Design ysyx_2022040010_div_seq_flat, sky130hd; sources not shown.
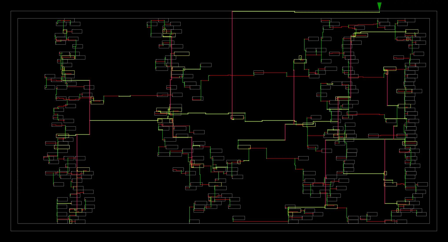
(images/final_clocks.png)
Clock group: 0.00311 W
# clk buffers: 27
flop count: 270
later-pin clock latency in the skew report: 0.61 ns

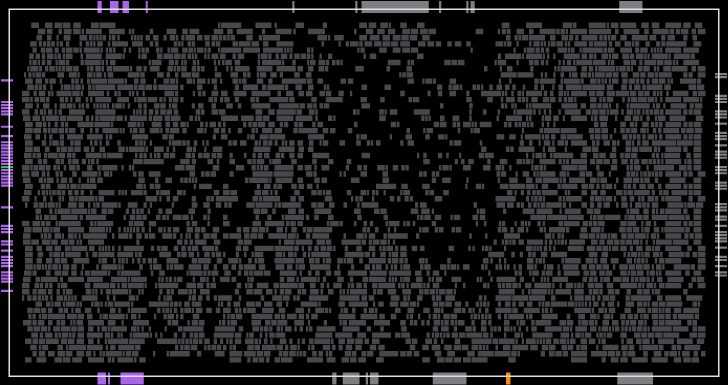
(images/pins.png)
Pins as bars across the die edge, other pins in gray.
Key: div_if_div_res_sel = orange [pins 2, direction input, edge bottom]; div_if_signed_div_i = green [pins 1, direction input, edge left]; div_if_opdata2_i = purple [pins 64, direction input, edge 38 left, 16 bottom, 10 top]
All pins by edge: 66 bottom, 59 top, 39 left, 38 right.
IO buf count: 193
die height: 160 µm
Die X: 311 µm

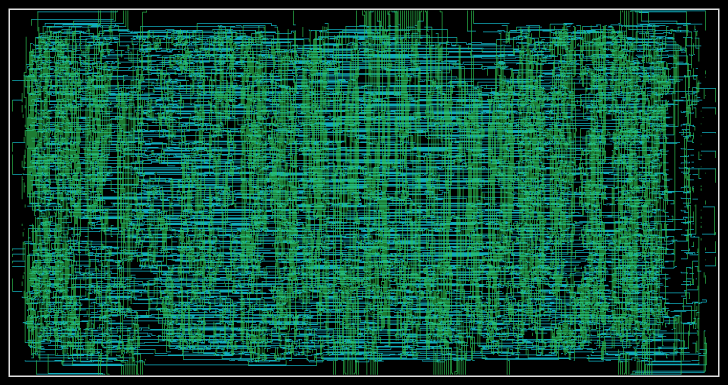
(images/metal_stack.png)
Two of the layers only.
Key: met1 = cyan [wire length 47.6 mm]; met2 = green [wire length 44.0 mm]
Post-Route WL: 118 mm
DR vias: 27300
Avg WL per Cell: 29.3 µm
GRT Util Overall: 0.442

==> results.yml <==
# implementation run metrics
pwr:
  intPower_w: 0.00751
  switching_share: 0.438
  power-top-group: "combinational cells"
  comb_power_w: 0.00656
  power_switching_w: 0.00585
  powerDensity_nw_per_um2: 478
  p_leak_nw: 10.5
  combinationalPowerShare: 0.491
  seq_power_share: 0.277
  clkPwrFrac: 0.233
  pg_seq_w: 0.00370
  ir_drop_uv: 327
die:
  rows: 55
  chip_area_um2: 49900
  initCoreUtil: 0.503
  core_um2: 44900
  taps: 598
  io_pins: 202
timing:
  slew-limit-headroom: 0.113
  setup_viol: 38
  report.final.slew_viol_count: 0
  tightestPinTransition_ns: 1.33
  setup_ws_ns: -0.176
  rsz0062_at_grt: "yes"
  skew_ns: 0.0542
  timing.final.crit_share: 1.05
  fmax_ghz: 0.280
  hold_violations: 0
  layout_min_cycle_time_ns: 3.58
placement:
  place_hpwl_mm: 92.8
  place_congestion: 1.11
  placed_cells: 3949
  dp_slack_ns: -3.86
global_route:
  grt_max_degree: 15
  grt_pass1_wl_mm: 166
  grt_overflow: 0
  first_global_vias: 24700
  antenna_found_initial: 4
  gr-usage-met3: 0.234
  grtUsageMet2: 0.583
  grt_util_met1: 0.605
  top_usage_layer: "met1"
synthesis:
  top_cell: "nand2_1"
  edf_count: 0
  synthTopCellsByCount: "nand2_1, nor2_1, a21oi_1, dfxtp_1, clkbuf_1"
  yosysSeqAreaShare: 0.239
  syn-instance-count: 3155
  yosysWarnings: 0
  yosys_cells: 3155
  syn_area_per_cell_um2: 7.17
  flop_cell: "dfxtp_1"
  async_reset_ff_frac: 0
  synthDistinctLibCells: 85
  synth_top_area_share: 0.239
  syn_nets: 3363
  yosysChipArea_um2: 22600
  yosys.area.top_type: "dfxtp_1"
  ys_seq_elements: 270
  synth_area_um2: 22600
  top_cells_by_area: "dfxtp_1, a21oi_1, xnor2_1"
flow_run:
  max_cap_viol_count: 0
  warnings: 31
critical_path:
  worstPathRequired_ns: 3.84
  end_kind: "register"
  crit_path_frequent_cell: "buf_4"
  slowest_stage: "clkdlybuf4s15_2"
  worstPathArrival_ns: 4.02
  crit_path_max_incr_delay_ns: 0.41
  worst-r2r-cell-count: 8
  cp_top_family: "buffers and inverters"
  crit_buf_inv: 6
  worstSetupPathType: "in2reg"
  path_cells: "clkdlybuf4s15_2 -> buf_4 -> buf_4 -> mux2_2 -> and2_1 -> clkbuf_1 -> buf_2 -> clkbuf_2 -> o21ai_0 -> xor2_1 -> mux2i_1 -> o22ai_1 -> nor3_1"
  cp.depth: 13
  timing.critical_path.fanout_max: 10
  r2r_slack_ns: -0.13
  crit_path_start_kind: "input pin"
clock_tree:
  cts.clk_slew.worst_paths_ns: 0.07
  hold_buffers: 0
  tritoncts: "yes"
  post_cts_buffers: 33
  clock-root-buffer: "clkbuf_16"
  cts_resized: 269
  h-tree-depth: 1
  cts_buffers: 27
  cts_max_path_buffers: 3
  cts.sinks: 270
routing:
  drtIter0Drc: 3709
  highest_layer: "met5"
  wl_met2_mm: 44.0
  met3_length_mm: 21.9
  ant_nets: 0
  drt_first_pass_iters: 7
  m1WireLength_mm: 47.6
  vias_per_cell: 6.77
  drcViolationCount: 0
final_layout:
  comb_share: 0.606
  diodes: 4
  clk_share: 0.0310
  final_nets: 3625
  seq_area_um2: 5540
  final_cells: 4039
  nonClkBufAreaFrac: 0.122
  drive_above_1_share: 0.124
  logic_area_um2: 16900
  nNonClkBuffers: 465
  comb_cells: 2536
  inv_count: 117
  dominant_cells: "combinational gates"
  fill_cells: 4069
  area_delta_synth_final_pct: 23.6
  seq_share: 0.198
run_status:
  violations: "setup timing"
  status: "finished, violations left"
hold_path:
  hold_class: "reg2reg"
  hold_path_depth: 2
==> logic make-up after synthesis <==
| family | Yosys count | synth area share |
|---|---|---|
| XOR/XNOR | 277 | 0.107 |
| multiplexers | 37 | 0.0171 |
| adder cells (fa/ha/maj) | 72 | 0.0402 |
| AND-OR/OR-AND | 1027 | 0.297 |
| AND/OR/NAND/NOR | 1123 | 0.241 |
| flip-flops | 270 | 0.239 |
| buffers and inverters | 349 | 0.0589 |
==> per-stage QoR <==
| stage | cell area (µm²) | total power (W) | hold WS (ns) | TNS, ns | util |
|---|---|---|---|---|---|
| after global placement | 25300 | 0.00900 | 0.439 | -476.50 | 0.563 |
| after global routing | 28000 | 0.0138 | 0.467 | -5.21 | 0.622 |
| final | 28000 | 0.0134 | 0.451 | -2.75 | 0.622 |
| after floorplan | 22600 | 0.00718 | 0.432 | -0.168 | - |
| after CTS | 27100 | 0.0125 | 0.452 | -1.15 | 0.603 |
| after detailed placement | 25300 | 0.00906 | 0.446 | -462.13 | 0.564 |
==> cell usage in the layout, fill, tap and decap left out, types with 22 or more instances in the layout <==
cell type        Yosys  final
nor2_1             316    309
nand2_1            317    305
a21oi_1            279    271
dfxtp_1            270    214
clkdlybuf4s50_1      0    165
o21ai_0            173    160
xnor2_1            143    142
clkbuf_1           189    132
xor2_1             134    132
inv_1              116    115
a211oi_1            85     83
nor3_1              89     78
a22oi_1             76     76
and2_1              76     73
a21o_1              63     63
buf_4                0     62
o31ai_1             58     53
nand3_1             57     53
nand4_1             52     52
ha_1                71     46
a31oi_1             38     38
o22ai_1             36     36
dfxtp_2              0     29
nor4_1              41     28
clkbuf_16            0     27
dfxtp_4              0     27
o41ai_1             28     25
or3_1               32     25
o21ai_1             14     23
or4_1               39     22
Power figures rest on the tool's default switching activity, not on a simulated workload.
